`config.mk`:
```
export PLATFORM = sky130hd
export DESIGN_NAME = fifo_write_arbiter
export DESIGN_NICKNAME = d
export VERILOG_FILES = /design/src/rtl/fifo_write_arbiter.sv
export SDC_FILE = /design/constraint.sdc
export NUM_CORES = 1
export LEC_CHECK = 0
export ABC_AREA = 1
export ABC_CLOCK_PERIOD_IN_PS = 3070
export CAP_MARGIN = 20
export CORE_MARGIN = 2
export CORE_UTILIZATION = 40
export CTS_CLUSTER_DIAMETER = 60
export CTS_CLUSTER_SIZE = 40
export DETAILED_ROUTE_END_ITERATION = 7
export PLACE_DENSITY = 0.85
export SYNTH_ARGS = -nofsm -noshare
export SYNTH_HDL_FRONTEND = slang
export SYNTH_SLANG_ARGS = --single-unit
```
`constraint.sdc`:
```
create_clock -name wclk -period 3.07 [get_ports wclk]
set_input_delay 0.614 -clock wclk [delete_from_list [all_inputs] [get_ports wclk]]
set_output_delay 0.614 -clock wclk [all_outputs]
set_load 0.01 [all_outputs]
```
`src/rtl/fifo_write_arbiter.sv`:
```
// fifo_write_arbiter: round-robin arbiter that shares the async FIFO write port (wclk domain)
// Ports:
//   wclk, w_rst_n : write clock, asynchronous active-low reset
//   req_valid_i   : per-requester data valid
//   req_data_i    : flattened requester data, requester i at [i*DATA_SIZE +: DATA_SIZE]
//   req_ready_o   : per-requester accept (beat moves on valid & ready)
//   full_i        : registered FIFO full flag from the write pointer
//   w_en_o        : FIFO write enable, never high while full_i is high
//   w_data_o      : FIFO write data, muxed by the registered grant
//   gnt_id_o      : index of the current or last grantee
//   busy_o        : high while a burst grant is active
module fifo_write_arbiter #(
    parameter int NUM_REQ   = 4,
    parameter int DATA_SIZE = 8,
    parameter int MAX_BURST = 4,
    localparam int IW = $clog2(NUM_REQ),
    localparam int CW = $clog2(MAX_BURST + 1)
) (
    input  logic                         wclk,
    input  logic                         w_rst_n,
    input  logic [NUM_REQ-1:0]           req_valid_i,
    input  logic [NUM_REQ*DATA_SIZE-1:0] req_data_i,
    output logic [NUM_REQ-1:0]           req_ready_o,
    input  logic                         full_i,
    output logic                         w_en_o,
    output logic [DATA_SIZE-1:0]         w_data_o,
    output logic [IW-1:0]                gnt_id_o,
    output logic                         busy_o
);
    typedef enum logic {IDLE, BURST} state_t;
    state_t          state_q;
    logic [IW-1:0]   gnt_id_q, rr_ptr_q, sel_d, rr_ptr_d, idx;
    logic [CW-1:0]   beat_cnt_q;
    logic            valid_g, exit_burst;
    // Walk downward so the candidate closest to rr_ptr_q is assigned last and wins.
    always_comb begin
        sel_d = rr_ptr_q;
        idx   = rr_ptr_q;
        for (int k = NUM_REQ - 1; k >= 0; k--) begin
            idx = IW'((int'(rr_ptr_q) + k) % NUM_REQ);
            sel_d = req_valid_i[idx] ? idx : sel_d;
        end
    end
    assign rr_ptr_d    = (gnt_id_q == IW'(NUM_REQ - 1)) ? '0 : gnt_id_q + 1'b1;
    assign valid_g     = req_valid_i[gnt_id_q];
    assign busy_o      = state_q == BURST;
    assign gnt_id_o    = gnt_id_q;
    // full_i gates both ready and write so a requester never sees an accept the FIFO drops.
    assign w_en_o      = busy_o & valid_g & ~full_i;
    assign req_ready_o = (busy_o & ~full_i) ? NUM_REQ'(1) << gnt_id_q : '0;
    assign w_data_o    = req_data_i[gnt_id_q*DATA_SIZE +: DATA_SIZE];
    // A full stall with valid held keeps the grant; dropping valid ends it.
    assign exit_burst  = ~valid_g | (w_en_o & (beat_cnt_q == CW'(MAX_BURST - 1)));
    always_ff @(posedge wclk or negedge w_rst_n) begin
        if (!w_rst_n) begin
            state_q    <= IDLE;
            gnt_id_q   <= '0;
            rr_ptr_q   <= '0;
            beat_cnt_q <= '0;
        end else if (state_q == IDLE) begin
            if (|req_valid_i) begin
                gnt_id_q   <= sel_d;
                beat_cnt_q <= '0;
                state_q    <= BURST;
            end
        end else begin
            if (w_en_o) beat_cnt_q <= beat_cnt_q + 1'b1;
            if (exit_burst) begin
                state_q  <= IDLE;
                rr_ptr_q <= rr_ptr_d;
            end
        end
    end
endmodule
```
Fig. 1: cell density map
Drawn at 8 px/um. 10 x 10 tiles, from dark blue (low) to red (high), 0 to 100% covered.
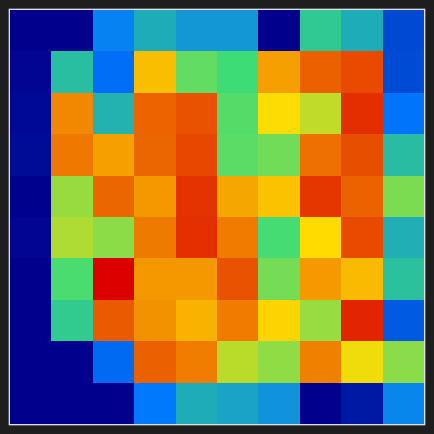
- nearly empty tiles: 15%
- mean over tiles: 55%
- tiles over 75% full: 41%
- fullest tile: 100%
- densest ninth of the die: centre
core area: 0.00219 mm2
core utilization of the finished layout: 68.2%
fp util: 41.6%

Fig. 2: met1 routing
Drawn at 12 px/um. Supply wires on this layer in grey. Cells faint in the background.
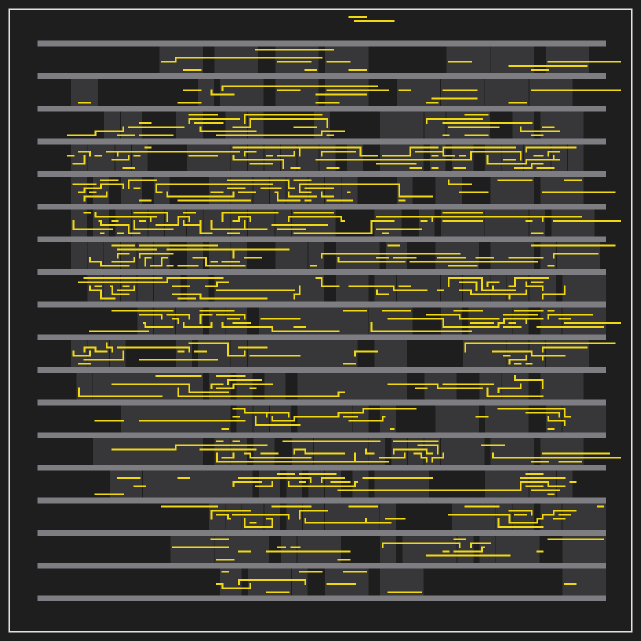
- longest straight run: 17.0 um
- nets with wire on the layer: 226
- wire length on this layer: 1260 um

-- Yosys cell counts --
master                     count
sky130_fd_sc_hd__inv_2         3
sky130_fd_sc_hd__o22ai_1       8
sky130_fd_sc_hd__nand2_1      42
sky130_fd_sc_hd__inv_4         1
sky130_fd_sc_hd__dfrtp_1       8
sky130_fd_sc_hd__a31oi_1       1
sky130_fd_sc_hd__inv_1        17
sky130_fd_sc_hd__buf_4         1
sky130_fd_sc_hd__nand2_2       3
sky130_fd_sc_hd__o21ai_0      21
sky130_fd_sc_hd__clkinv_1      1
sky130_fd_sc_hd__nand3_1       8
sky130_fd_sc_hd__o21ai_1       7
sky130_fd_sc_hd__nand4_1       1
sky130_fd_sc_hd__buf_6         1
sky130_fd_sc_hd__buf_2         3
sky130_fd_sc_hd__nor2_1       25
sky130_fd_sc_hd__clkbuf_2      1
sky130_fd_sc_hd__ha_1          6
-- routing by layer --
layer	global-route usage [%]	vias up	part of all wire, %
li1	-	618	-
met1	24.4	523	43
met2	44.7	49	49
met3	6.03	4	7.4
met4	7.89	0	0.86
met5	0	-	0
-- worst reg2reg max path: stages, from the launching register on --
cell and delay [ps]:
sky130_fd_sc_hd__dfrtp_1 510, sky130_fd_sc_hd__inv_4 170, sky130_fd_sc_hd__nand2_1 60, sky130_fd_sc_hd__nand2_1 90
sky130_fd_sc_hd__nand2_1 80, sky130_fd_sc_hd__nand2_1 70, sky130_fd_sc_hd__inv_1 30, sky130_fd_sc_hd__nand2_1 70
sky130_fd_sc_hd__nand2_1 50, sky130_fd_sc_hd__nand2_1 50, sky130_fd_sc_hd__nand2_1 50, sky130_fd_sc_hd__nand2_1 50
sky130_fd_sc_hd__nand2_1 40
-- final timing paths --
check | start | endpoint | depth (start not counted)
min | beat_cnt_q[1] | beat_cnt_q[1] | 2
min in group asynchronous | w_rst_n | beat_cnt_q[2] | 1
max in group asynchronous | w_rst_n | rr_ptr_q[1] | 1
min reg2reg | beat_cnt_q[1] | beat_cnt_q[1] | 2
max reg2reg | rr_ptr_q[0] | gnt_id_o[0] | 12
max | req_valid_i[3] | w_en_o | 6
-- flip-flops by register name, indices dropped and copies added (netlist names) --
register / flops
beat_cnt_q: 3
busy_o: 1
rr_ptr_q: 2
gnt_id_o: 2
-- kinds of logic (layout without fill, tap and decap cells) --
| family | count (synthesis) | after routing | synth area share (%) |
|---|---|---|---|
| and+or+nand+nor | 79 | 79 | 34.7 |
| adders and majority gates | 6 | 6 | 8.23 |
| DFF | 8 | 8 | 21.9 |
| AOI/OAI and AO/OA | 37 | 37 | 21.5 |
| buffers and inverters | 28 | 82 | 13.6 |
-- power by group --
part,internal [W],switching [W],total (W)
Sequential,0.000156,0.0000565,0.000213
Clock,0.0000444,0.0000307,0.0000751
Combinational,0.000449,0.000537,0.000986
Total,0.000650,0.000624,0.00127
-- per-stage QoR --
stage | area, um2 | instances
floorplan | 912 | 158
global placement | 1470 | 237
detailed placement | 1470 | 237
CTS | 1490 | 240
global route | 1490 | 240
finish | 1490 | 240
==> run_summary.xml <==
<?xml version="1.0" encoding="UTF-8"?>
<metrics>
  <group name="power">
    <metric name="power_leakage" unit="nW">0.710</metric>
    <metric name="cell_pwr_density" unit="mW/mm2">853</metric>
    <metric name="max-vdd-ir-drop" unit="mV">0.577</metric>
    <metric name="power" unit="W">0.00127</metric>
  </group>
  <group name="placed_design">
    <metric name="dp_worst_setup_slack" unit="ps">308</metric>
    <metric name="place_hpwl" unit="um">2270</metric>
    <metric name="gp_congestion" unit="">0.795</metric>
  </group>
  <group name="die">
    <metric name="chipArea" unit="mm2">0.00268</metric>
    <metric name="rows" unit="">17</metric>
    <metric name="ios" unit="">55</metric>
    <metric name="floorplan.tapcells" unit="">28</metric>
    <metric name="die_height" unit="um">51.8</metric>
  </group>
  <group name="setup_path">
    <metric name="critical-path-top-cell-by-count" unit="">sky130_fd_sc_hd__clkdlybuf4s50_1</metric>
    <metric name="critical_path.startpoint_type" unit="">input port</metric>
    <metric name="critPathBufInv" unit="">3</metric>
    <metric name="cp.required" unit="ps">2460</metric>
    <metric name="timing.reg2reg.setup_slack" unit="ps">1630</metric>
    <metric name="family_with_the_most_delay_on_the_worst_path" unit="">buffers and inverters</metric>
    <metric name="critical_path_class" unit="">in2out</metric>
    <metric name="max_incr_delay_on_cp" unit="ps">530</metric>
    <metric name="worstPathMaxFanout" unit="">5</metric>
    <metric name="critical_path.slowest_cell" unit="">sky130_fd_sc_hd__clkdlybuf4s50_1</metric>
  </group>
  <group name="cts">
    <metric name="cts.root.buffer_cell" unit="">sky130_fd_sc_hd__clkbuf_4</metric>
    <metric name="clock_latency" unit="ps">250</metric>
    <metric name="tritoncts.num_buffers" unit="">3</metric>
    <metric name="ctsResizeCount" unit="">0</metric>
    <metric name="postCtsSetupBuffers" unit="">0</metric>
    <metric name="cts_max_level" unit="">1</metric>
    <metric name="cts_tree" unit="">built</metric>
    <metric name="cts.clk_slew.worst_paths" unit="ps">40</metric>
    <metric name="clock_path_buffers" unit="">2</metric>
    <metric name="cts_hold_buffers" unit="">0</metric>
  </group>
  <group name="final_layout">
    <metric name="seq-cell-share" unit="%">13.4</metric>
    <metric name="flop_area" unit="um2">200</metric>
    <metric name="num_antenna_cells" unit="">0</metric>
    <metric name="non_clock_inverter_count" unit="">22</metric>
    <metric name="multiin_comb" unit="">122</metric>
    <metric name="layout.nonclk_buf_share" unit="%">37.7</metric>
    <metric name="clk_buf_instances" unit="">3</metric>
    <metric name="portion_of_the_layout_cell_area_used_by_clock_cells" unit="%">1.51</metric>
    <metric name="combinational_cell_area_excluding_buffers_and_inverters" unit="um2">588</metric>
    <metric name="layout.cells.most_common_list" unit="">54 x sky130_fd_sc_hd__clkdlybuf4s50_1, 42 x sky130_fd_sc_hd__nand2_1, 25 x sky130_fd_sc_hd__nor2_1, 21 x sky130_fd_sc_hd__o21ai_0, 17 x sky130_fd_sc_hd__inv_1</metric>
    <metric name="comb_area_share" unit="%">39.4</metric>
    <metric name="mostFrequentLayoutCell" unit="">sky130_fd_sc_hd__clkdlybuf4s50_1</metric>
    <metric name="largestClassByArea" unit="">combinational gates</metric>
    <metric name="area_overhead_vs_synth" unit="%">63.8</metric>
    <metric name="seq_cell_count" unit="">8</metric>
  </group>
  <group name="global_routing">
    <metric name="global_route_wire_length_before_repair" unit="um">4770</metric>
    <metric name="grt_remaining_overflow" unit="">0</metric>
    <metric name="grt_max_degree" unit="">23</metric>
    <metric name="gr-usage-all-layers" unit="%">23.4</metric>
    <metric name="antenna_found_initial" unit="">0</metric>
    <metric name="first_global_vias" unit="">1099</metric>
  </group>
  <group name="timing">
    <metric name="worst_slew_margin_rel" unit="%">74.1</metric>
    <metric name="period_minus_slack" unit="ps">2760</metric>
    <metric name="number_of_hold_slack_violations_in_the_final_timing_report" unit="">0</metric>
    <metric name="fmax" unit="MHz">362</metric>
    <metric name="drv_slew" unit="">0</metric>
    <metric name="timing.final.crit_share" unit="%">90.0</metric>
    <metric name="max_slew.worst_pin.slew" unit="ps">389</metric>
    <metric name="setup_violations" unit="">0</metric>
    <metric name="timing.setup.tns" unit="ps">0</metric>
    <metric name="timing.final.ws_setup" unit="ps">308</metric>
    <metric name="whs" unit="ps">515</metric>
    <metric name="clock-skew-final" unit="ps">4.20</metric>
  </group>
  <group name="routing">
    <metric name="avgRoutedWirePerCell" unit="um">12.1</metric>
    <metric name="detailedRoute.firstPassIterationCount" unit="">4</metric>
    <metric name="drt_drc_violations_left" unit="">0</metric>
    <metric name="detail_route.wirelength" unit="um">2910</metric>
    <metric name="via_per_inst" unit="">4.98</metric>
  </group>
  <group name="synth">
    <metric name="synth_seq_share" unit="%">21.9</metric>
    <metric name="syn_std_cell_area" unit="um2">912</metric>
    <metric name="yosys_register_bits" unit="">8</metric>
    <metric name="instance_tally_after_logic_synthesis" unit="">158</metric>
    <metric name="yosysCellCount" unit="">158</metric>
    <metric name="post_synth_main_area_contributors" unit="">sky130_fd_sc_hd__dfrtp_1 22%, sky130_fd_sc_hd__nand2_1 17%, sky130_fd_sc_hd__o21ai_0 12%</metric>
    <metric name="yosys_area" unit="um2">912</metric>
    <metric name="syn_nets" unit="">203</metric>
    <metric name="ys.warnings.count" unit="">0</metric>
    <metric name="largest_area_cell" unit="">sky130_fd_sc_hd__dfrtp_1</metric>
    <metric name="synth.distinct_cells" unit="">19</metric>
  </group>
  <group name="flow_run">
    <metric name="log.warning_count" unit="">29</metric>
    <metric name="drv_cap" unit="">0</metric>
  </group>
  <group name="run_status">
    <metric name="status" unit="">completed</metric>
  </group>
  <group name="min_path">
    <metric name="hold_path_class" unit="">reg2reg</metric>
  </group>
</metrics>
Power and IR drop assume default switching activity.
